Design pc_sequencer, sky130hd; sources not shown.
**Power grid**

The bar under the picture is 20 µm long. Pins as bars on the die edge. Tap cells in gray.
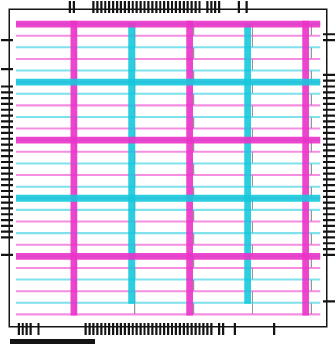
[VDD] cyan
[VSS] magenta
met4 straps: 5
met5 straps: 5
Die Height: 74.0 µm
CORE AREA: 4850 µm²

**Cell classes on the final placement**

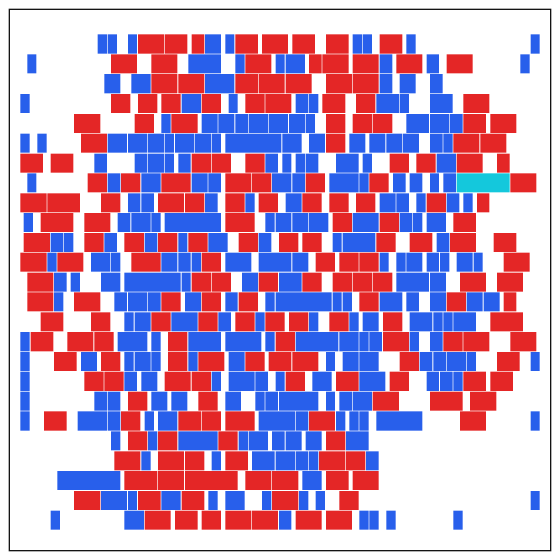
[other buffers and delay cells] red | cells: 195 | share of their area: 51%
[all other logic] blue | cells: 267 | share of their area: 48%
[flip-flops] cyan | cells: 1 | share of their area: 0.60%
Rows: 25
Seq/total area: 0.00585
Final Instance Area: 3420 µm²
final core occ: 0.705

**Clock wires, drivers and flops**

The bar under the picture is 20 µm long.
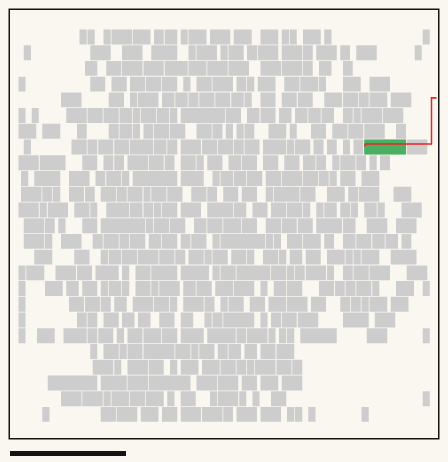
[flip-flops] green | count: 1
[clock wires] red | length: 20.5 µm
routed clock nets: 1
Skew-Pair Late Insertion Delay: 0 ns
P_clk: 0 mW
post-route clock skew: 0 ns
Clk pwr share: 0

**Metal layers overlaid**

The bar under the picture is 20 µm long. Two of the layers only.
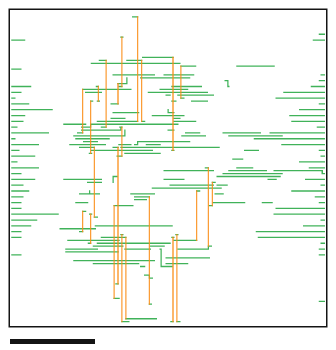
[met3] green | wire length: 982 µm
[met4] orange | wire length: 354 µm
Tot GR Track Use: 0.298
drt wl/cell: 17.2 µm
via count: 3,116

**The clock network**

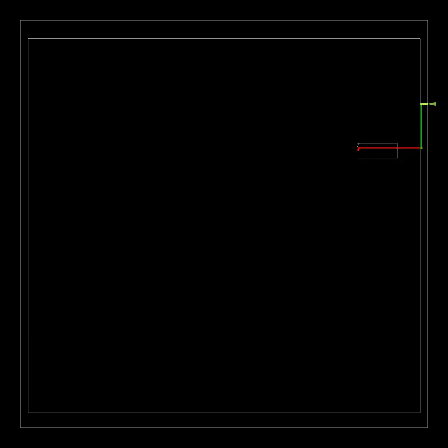
flop count: 1

==> flow_metrics.py <==
# Flow results
metrics = {
    "power_and_ir_drop": {
        "irDropWorstVdd_uv": 34.7,
        "power_density_nw_per_um2": 73.0,
        "p_leak_nw": 1.53,
    },
    "logic_synthesis": {
        "synthCells": 288,
        "common_cells": "buf_4, nand2_1, nor2_1",
        "synth-warning-count": 0,
        "top_cells_by_area": "buf_4, nand2_1, nor2_1",
        "ys_chip_area_um2": 1710,
        "synth_area_um2": 1710,
        "yosysSeqAreaShare": 0.0117,
        "yosys_cells": 288,
        "synth-edff-count": 0,
        "synth.top_cell.area_share": 0.158,
        "synth-async-reset-ratio": 0,
        "synth_cell_type_count": 52,
        "avgSynthCellArea_um2": 5.94,
        "top_cell": "buf_4",
        "top_area_cell": "buf_4",
        "ys.flops": 1,
        "ys.flop_type": "dfxtp_1",
    },
    "sta": {
        "hold_viol_final": 0,
        "fmax_mhz": 195,
        "finalMaxSlewViolations": 0,
        "min_period_ns": 5.13,
        "finalCritPeriodShare": 1.01,
        "setup_violations": 1,
        "layout_setup_ws_ns": -0.0266,
        "fin_setup_tns_ns": -0.0266,
    },
    "placement": {
        "hpwl_mm": 6.16,
        "dpl.cell_count": 513,
        "pre_cts_ws_ns": -0.569,
        "placement.io_buffers": 102,
        "place_congestion": 0.942,
    },
    "die": {
        "ios": 143,
        "die_w_um": 74.0,
        "initial_core_util": 0.353,
        "die-area_um2": 5480,
    },
    "grt": {
        "grt_pass1_wl_mm": 13.0,
        "grt_max_degree": 19,
        "grt_pass1_vias": 2832,
        "grt-ovfl-total": 0,
        "antenna_found_initial": 0,
    },
    "setup_path": {
        "reg2reg_slack_ns": 4.11,
        "worstPathRequired_ns": 3.57,
        "cp.arrival_ns": 3.60,
        "critPathTopFamily": "simple AND/OR/NAND/NOR gates",
        "startpoint_type": "input pin",
        "crit_path_cell_trace": "dlygate4sd2_1 -> nand3b_1 -> or4_4 -> buf_12 -> buf_4 -> o31ai_4 -> a2bb2oi_2 -> nor2_1 -> dlygate4sd2_1",
        "crit_buf_inv": 4,
        "cp_common_cell": "dlygate4sd2_1",
        "critPathMaxStageDelay_ns": 0.64,
        "cp_max_fo": 4,
        "cp.depth": 9,
        "slowest_stage": "or4_4",
        "rr_worst_depth": 3,
        "worstSetupEndpointType": "output pin",
        "worstSetupPathType": "in2out",
    },
    "drt": {
        "initialDrtViolationCount": 265,
        "ant_nets": 0,
        "avgViaCountPerCell": 5.88,
        "first_pass_iters": 5,
        "drc": 0,
        "wl_mm": 9.10,
    },
    "status": {
        "violations": "negative setup slack",
        "outcome": "finished, violations left",
    },
    "clock_network": {
        "clk_pin_slew_ns": 0,
        "cts_hold_buf": 0,
    },
    "final_layout": {
        "area_growth_pct": 99.8,
        "largest_reg_flops": 1,
        "fin_cells": 530,
        "drive_gt1_frac": 0.270,
        "nets": 539,
        "diodes": 0,
    },
    "hold_path": {
        "hp-class": "reg2reg",
        "whs_path_depth": 3,
    },
    "job": {
        "warning_count": 33,
        "maxCapViolCount": 0,
    },
}
==> repair_timing <==
action / 4_1_cts / 5_1_grt
setup buffers: 10 / 7
pin swaps: 18 / 9
endpoints found under the setup margin: 26 / 14
resized: 67 / 19
==> final cells by class <==
class / instances / area, µm²
well taps: 67 / 83.8
multi-input cells: 261 / 1590
inverters: 6 / 22.5
flip-flops and latches: 1 / 20.0
fillers: 373 / 1430
repair buffers: 195 / 1700
==> tightest hold or removal path, cell delays in order, from the launching register on <==
cell and delay [ns]:
dfxtp_1 0.32, nor2_1 0.08, buf_4 0.21, nor2_1 0.14
==> cell usage in the layout (no fill, tap or decap), types with 6 or more instances in the layout <==
cell             instances
buf_4                   88
clkdlybuf4s50_1         62
conb_1                  36
nand2_1                 33
dlygate4sd2_1           28
nor2_1                  26
a21oi_1                 19
o21ai_0                 17
nand3_1                 13
a31oi_1                 13
a22oi_1                 12
nand4_1                 10
nor3_1                   6
inv_1                    6
==> metrics by stage <==
stage,power [mW],cell area (µm²),hold WS [ns]
2_1_floorplan,0.108,1840,0.566
4_1_cts,0.234,3300,0.799
5_1_grt,0.266,3420,0.877
6_report,0.250,3420,0.813
3_5_place_dp,0.241,3180,0.807
3_3_place_gp,0.236,3180,0.801
==> power by group <==
| group | switching, mW | internal [mW] |
|---|---|---|
| sequential | 0.000367 | 0.00856 |
| combinational | 0.114 | 0.127 |
| clock | 0 | 0 |
==> kinds of logic after synthesis <==
family / share of synthesized area
AND/OR/NAND/NOR: 0.395
flip-flops: 0.0117
AND-OR/OR-AND: 0.346
multiplexers: 0.0183
XOR/XNOR: 0.00512
other: 0.00219
buffers and inverters: 0.214
adder cells (fa/ha/maj): 0.00731
==> routing by layer <==
layer,global-route usage,wire (µm),share of wire,vias up
li1,-,-,-,1370
met1,0.356,3420,0.38,1420
met2,0.533,4340,0.48,277
met3,0.0407,981,0.11,49
met4,0.124,354,0.039,0
met5,0,0,0,-
Power figures rest on the tool's default switching activity, not on a simulated workload.
